File: src/rtl/program_sequencer_loop_if.sv
// rtl/program_sequencer_loop_if.sv - decoder/program-memory side signals of the program sequencer
interface program_sequencer_loop_if #(
  parameter int ADDR_W = 8,
  parameter int JMP_W  = 4,
  parameter int CNT_W  = 8
);
  logic              jmp;
  logic              jmp_nz;
  logic              dont_jmp;
  logic [JMP_W-1:0]  jmp_addr;
  logic              NOPC8;
  logic              NOPCF;
  logic              NOPD8;
  logic              NOPDF;
  logic [CNT_W-1:0]  loop_init;
  logic              resume;
  logic [ADDR_W-1:0] pm_addr;
  logic [ADDR_W-1:0] pc;
  logic [ADDR_W-1:0] from_PS;
  logic              halted;

  modport master (
    output jmp, jmp_nz, dont_jmp, jmp_addr, NOPC8, NOPCF, NOPD8, NOPDF, loop_init, resume,
    input  pm_addr, pc, from_PS, halted
  );

  modport slave (
    input  jmp, jmp_nz, dont_jmp, jmp_addr, NOPC8, NOPCF, NOPD8, NOPDF, loop_init, resume,
    output pm_addr, pc, from_PS, halted
  );
endinterface

File: src/rtl/program_sequencer_loop.sv
// rtl/program_sequencer_loop.sv - PC/pm_addr generator with in-page jumps, hardware loop and halt
module program_sequencer_loop #(
  parameter int ADDR_W = 8,
  parameter int JMP_W  = 4,
  parameter int CNT_W  = 8
) (
  input  logic                    clk,
  input  logic                    sync_reset,
  program_sequencer_loop_if.slave bus
);

  typedef enum logic {RUN, HALT} state_t;

  state_t            state_q, state_d;
  logic [ADDR_W-1:0] pc_q;
  logic [ADDR_W-1:0] pm_addr_d;
  logic [ADDR_W-1:0] pc_inc;
  logic [ADDR_W-1:0] loop_start_q, loop_start_d;
  logic [CNT_W-1:0]  loop_cnt_q, loop_cnt_d;

  assign pc_inc = pc_q + ADDR_W'(1);

  always_comb begin
    pm_addr_d    = pc_inc;
    state_d      = state_q;
    loop_start_d = loop_start_q;
    loop_cnt_d   = loop_cnt_q;
    if (sync_reset) begin
      pm_addr_d    = '0;
      state_d      = RUN;
      loop_start_d = '0;
      loop_cnt_d   = '0;
    end else if (state_q == HALT) begin
      // Refetch the halting instruction until resume lets execution move on.
      if (bus.resume) state_d = RUN;
      else            pm_addr_d = pc_q;
    end else begin
      if (bus.NOPDF) begin
        pm_addr_d = pc_q;
        state_d   = HALT;
      end else if (bus.jmp || (bus.jmp_nz && !bus.dont_jmp)) begin
        pm_addr_d = {pc_q[ADDR_W-1:JMP_W], bus.jmp_addr};
      end else if (bus.NOPCF && (loop_cnt_q != '0)) begin
        pm_addr_d  = loop_start_q;
        loop_cnt_d = loop_cnt_q - CNT_W'(1);
      end
      if (bus.NOPC8) loop_start_d = pc_inc;
      if (bus.NOPD8) loop_cnt_d   = bus.loop_init;
    end
  end

  always_ff @(posedge clk) begin
    if (sync_reset) begin
      pc_q         <= '0;
      state_q      <= RUN;
      loop_start_q <= '0;
      loop_cnt_q   <= '0;
    end else begin
      pc_q         <= pm_addr_d;
      state_q      <= state_d;
      loop_start_q <= loop_start_d;
      loop_cnt_q   <= loop_cnt_d;
    end
  end

  assign bus.pm_addr = pm_addr_d;
  assign bus.pc      = pc_q;
  assign bus.from_PS = pc_q;
  assign bus.halted  = (state_q == HALT);

endmodule

File: src/flat_wrapper.sv
// flat-port wrapper written by rule: the top's interface ports become plain ports
module program_sequencer_loop_flat 
#(
  parameter int ADDR_W = 8,
  parameter int JMP_W  = 4,
  parameter int CNT_W  = 8
)
  (clk, sync_reset, bus_jmp, bus_jmp_nz, bus_dont_jmp, bus_jmp_addr, bus_NOPC8, bus_NOPCF, bus_NOPD8, bus_NOPDF, bus_loop_init, bus_resume, bus_pm_addr, bus_pc, bus_from_PS, bus_halted);
  program_sequencer_loop_if #(.ADDR_W(ADDR_W), .JMP_W(JMP_W), .CNT_W(CNT_W)) bus_i ();
  input  logic clk;
  input  logic sync_reset;
  input wire logic [$bits(bus_i.jmp)-1:0] bus_jmp;
  input wire logic [$bits(bus_i.jmp_nz)-1:0] bus_jmp_nz;
  input wire logic [$bits(bus_i.dont_jmp)-1:0] bus_dont_jmp;
  input wire logic [$bits(bus_i.jmp_addr)-1:0] bus_jmp_addr;
  input wire logic [$bits(bus_i.NOPC8)-1:0] bus_NOPC8;
  input wire logic [$bits(bus_i.NOPCF)-1:0] bus_NOPCF;
  input wire logic [$bits(bus_i.NOPD8)-1:0] bus_NOPD8;
  input wire logic [$bits(bus_i.NOPDF)-1:0] bus_NOPDF;
  input wire logic [$bits(bus_i.loop_init)-1:0] bus_loop_init;
  input wire logic [$bits(bus_i.resume)-1:0] bus_resume;
  output wire logic [$bits(bus_i.pm_addr)-1:0] bus_pm_addr;
  output wire logic [$bits(bus_i.pc)-1:0] bus_pc;
  output wire logic [$bits(bus_i.from_PS)-1:0] bus_from_PS;
  output wire logic [$bits(bus_i.halted)-1:0] bus_halted;
  assign bus_i.jmp = bus_jmp;
  assign bus_i.jmp_nz = bus_jmp_nz;
  assign bus_i.dont_jmp = bus_dont_jmp;
  assign bus_i.jmp_addr = bus_jmp_addr;
  assign bus_i.NOPC8 = bus_NOPC8;
  assign bus_i.NOPCF = bus_NOPCF;
  assign bus_i.NOPD8 = bus_NOPD8;
  assign bus_i.NOPDF = bus_NOPDF;
  assign bus_i.loop_init = bus_loop_init;
  assign bus_i.resume = bus_resume;
  assign bus_pm_addr = bus_i.pm_addr;
  assign bus_pc = bus_i.pc;
  assign bus_from_PS = bus_i.from_PS;
  assign bus_halted = bus_i.halted;
  program_sequencer_loop #(.ADDR_W(ADDR_W), .JMP_W(JMP_W), .CNT_W(CNT_W)) u_core (.clk(clk), .sync_reset(sync_reset), .bus(bus_i));
endmodule
File: config.mk
export PLATFORM = sky130hd
export DESIGN_NAME = program_sequencer_loop_flat
export DESIGN_NICKNAME = d
export VERILOG_FILES = /design/src/rtl/program_sequencer_loop_if.sv /design/src/rtl/program_sequencer_loop.sv /design/src/flat_wrapper.sv
export SDC_FILE = /design/constraint.sdc
export NUM_CORES = 1
export LEC_CHECK = 0
export CAP_MARGIN = 20
export CELL_PAD_IN_SITES_DETAIL_PLACEMENT = 0
export CELL_PAD_IN_SITES_GLOBAL_PLACEMENT = 1
export CORE_MARGIN = 8
export CORE_UTILIZATION = 36
export CTS_BUF_LIST = sky130_fd_sc_hd__clkbuf_4 sky130_fd_sc_hd__clkbuf_8
export CTS_CLUSTER_SIZE = 24
export DETAILED_ROUTE_END_ITERATION = 10
export GPL_TIMING_DRIVEN = 1
export HOLD_SLACK_MARGIN = 0.02
export PLACE_DENSITY_LB_ADDON = 0.15
export SLEW_MARGIN = 15
export SYNTH_ARGS = -nofsm -noshare
export SYNTH_HDL_FRONTEND = slang
export SYNTH_SLANG_ARGS = --single-unit
File: constraint.sdc
create_clock -name clk -period 2.7 [get_ports clk]
set_input_delay 0.675 -clock clk [delete_from_list [all_inputs] [get_ports clk]]
set_output_delay 0.675 -clock clk [all_outputs]
set_load 0.005 [all_outputs]
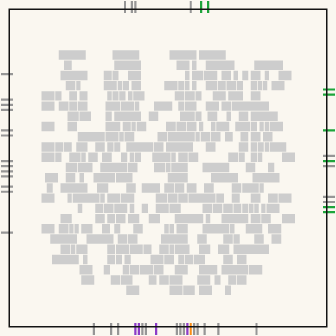
(images/pinout.png)
Pins as bars across the die edge, other pins in gray.
`bus_jmp_addr`: marked purple, pins 4, direction input, edge bottom. `bus_dont_jmp`: marked orange, pins 1, direction input, edge bottom. `bus_loop_init`: marked green, pins 8, direction input, edge 6 right, 2 top.
Port Buffer Count: 46
Die Wd: 84.04 um
die height: 84.04 um

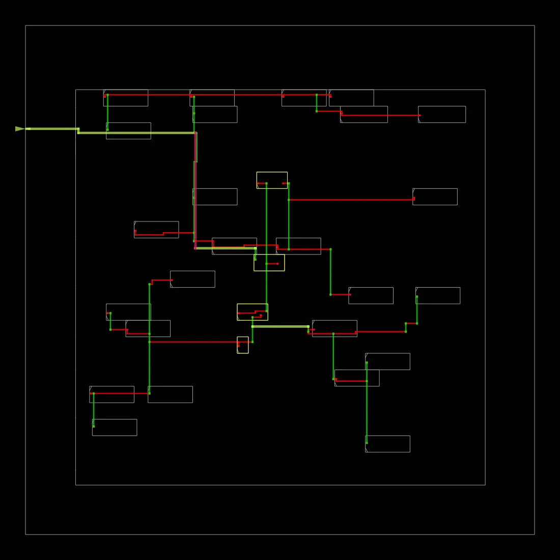
(images/clock_nets.png)
clock sinks: 25
CLK BUF: 3
final worst clock skew: 0.006149 ns
Late-Pin Clk Latency: 0.27 ns
clk pwr: 235 uW

==> Slide: Implementation Results <==
Key Metrics from the Run

Timing
  • Setup TNS: -1.714 ns
  • Cycle use final: 111.5%
  • Final min period: 3.011 ns
  • F_max: 332.2 MHz
  • Final worst setup slack: -0.3107 ns
  • RSZ-0062 raised after global routing: true
  • Setup violations, final: 8
  • Slew Limit Fails: 0
  • Relative slew slack: 71.14%
  • Hold Worst Slack: 0.5039 ns
  • Tightest Pin Transition: 0.4275 ns

Synth
  • Yosys Chip Area: 1667 um2
  • Commonest flop: dfxtp_1
  • Top non-seq family: AND-OR/OR-AND gates
  • Share of the synthesized area in the top cell type: 30.03%
  • Mapped cell area: 1667 um2
  • Unique cell types: 46
  • Yosys xor share: 3.679%
  • Top-count cell post-synth: dfxtp_1
  • Mux area share: 1.201%
  • Aoi share: 32.58%
  • Adder Area Share: 2.252%
  • And+or+nand+nor area frac: 20.57%
  • Floorplan Nets: 231
  • Top cells, area: dfxtp_1 (30%), nor2_1 (5.4%), a211oi_1 (4.1%)
  • Post-synth top cells: dfxtp_1 (25), nor2_1 (24), nand2_1 (18)
  • Sequential fraction of the synthesis area: 30.03%
  • Number of enable flip-flop cells: 0
  • Syn. warnings: 0
  • Yosys cell count: 206

Final layout
  • Comb area share: 40.76%
  • Area-dominant class: combinational gates
  • Non-Clock Buffer Count: 105
  • Design area: 2613 um2
  • Filler cells: 413
  • Most frequent cells in the layout: buf_4 (52), clkdlybuf4s50_1 (34), nor2_1 (23), dfxtp_1 (23), nand2_1 (17)
  • Fraction of area in registers: 19.25%
  • Registers: 25
  • Layout Nets: 319
  • Util after Layout: 59.18%
  • N_diodes: 0
  • Area taken by flip-flops and latches: 503.0 um2
  • Non-clock buffer area fraction after layout: 35.01%
  • Synthesis-to-layout area growth: 56.76%
  • Layout cells sized above 1: 30.72%
  • Logic area: 1065 um2
  • Clock buf/inv share: 1.772%
  • #MultiIn Comb: 154
  • Final instance count without filler cells: 345
  • Top cell excl fill/tap: buf_4

Global routing
  • M3 GR Usage: 3.125%
  • GRT Max-Usage Layer: met2
  • GRT met1 Usage: 17.12%
  • Total congestion overflow: 0
  • GR Util met2: 28.06%
  • Initial antenna violation count: 0
  • First-pass GRT wire length: 9.011 mm
  • Vias in the first global route: 1917
  • Largest net degree at the start of global routing: 20
  • Total track usage: 15.18%

Drt
  • Iteration tally of the first detailed-router pass: 4
  • DR vias/cell: 5.588
  • Routed len/inst: 16.59 um
  • DR WL met2: 2.938 mm
  • DRC Markers: 0
  • Routed wl met3: 286 um
  • M1 wire length: 2.466 mm
  • Drt initial violations: 76
  • Top routing layer in use: met4
  • Via count: 1928
  • Final WL: 5.725 mm

Power
  • P_comb: 505 uW
  • Sw Share: 33.02%
  • Peak VDD IR: 0.0002092 V
  • Seq power: 422 uW
  • Clk pwr share: 20.2%
  • Lkg Pwr: 1.048 nW
  • Net switching power: 383.5 uW
  • Pwr Density: 444.6 nW/um2
  • Tot Pwr: 1.161 mW
  • Comb power frac: 43.4%
  • Internal Power: 777.9 uW

Setup path
  • CP arrival: 2.34 ns
  • Worst-path fanout max: 5
  • Buffers and inverters on the worst path: 3
  • R2R cell count: 12
  • Reg2Reg Launch Point: u_core.loop_cnt_q[0]$_SDFFE_PP0P_
  • Slowest CP cell: or4_4
  • Worst Setup SP: bus_NOPDF
  • Setup crit start kind: input pin
  • Worst path depth: 6
  • Worst path cell trace: clkdlybuf4s50_1 -> or4_4 -> buf_6 -> a211o_1 -> a31oi_1 -> buf_2
  • CP endpoint: bus_pm_addr[6]
  • Crit path capture type: output pin
  • Crit path largest cell delay: 0.49 ns
  • Crit path DRT: 2.03 ns
  • Flop-to-flop setup slack: 0.35 ns
  • Setup CP Type: input pin to output pin
  • CP top delay family: buffers and inverters
  • FF-to-FF End: u_core.loop_cnt_q[6]$_SDFFE_PP0P_

Floorplanning
  • # Taps: 52
  • Core region area: 4414 um2
  • Die ar.: 7063 um2
  • Fp_density: 37.76%
  • Std-Cell Rows: 24
  • IO Pins: 47

Status
  • Failing checks: negative setup slack
  • Outcome: complete, but fails checks

Flow run
  • Log Warnings: 29
  • Max-cap check violation count: 0

Place
  • GPL Wtd Cong: 0.8357
  • Placed cells: 330
  • Dpl cell area: 2435 um2
  • DP Worst Slack: -0.6650 ns
  • Post-DP HPWL: 4.254 mm

CTS
  • H-tree Lvls: 1
  • PostCTS Resize Cnt: 54
  • Num CTS Buffers: 3
  • CTS clk-pin slew, worst paths: 0.10 ns
  • Root buffer cell: clkbuf_8
  • TritonCTS clock tree: yes
  • Setup repair bufs after CTS: 11

Hold path
  • Hold path depth: 2
  • Min-Delay Endpoint: u_core.loop_cnt_q[7]$_SDFFE_PP0P_
  • Hold Path Class: flop to flop
  • Startpoint of the worst hold path: u_core.loop_cnt_q[7]$_SDFFE_PP0P_
No activity file was given, so power comes from the tool's default toggle rates.
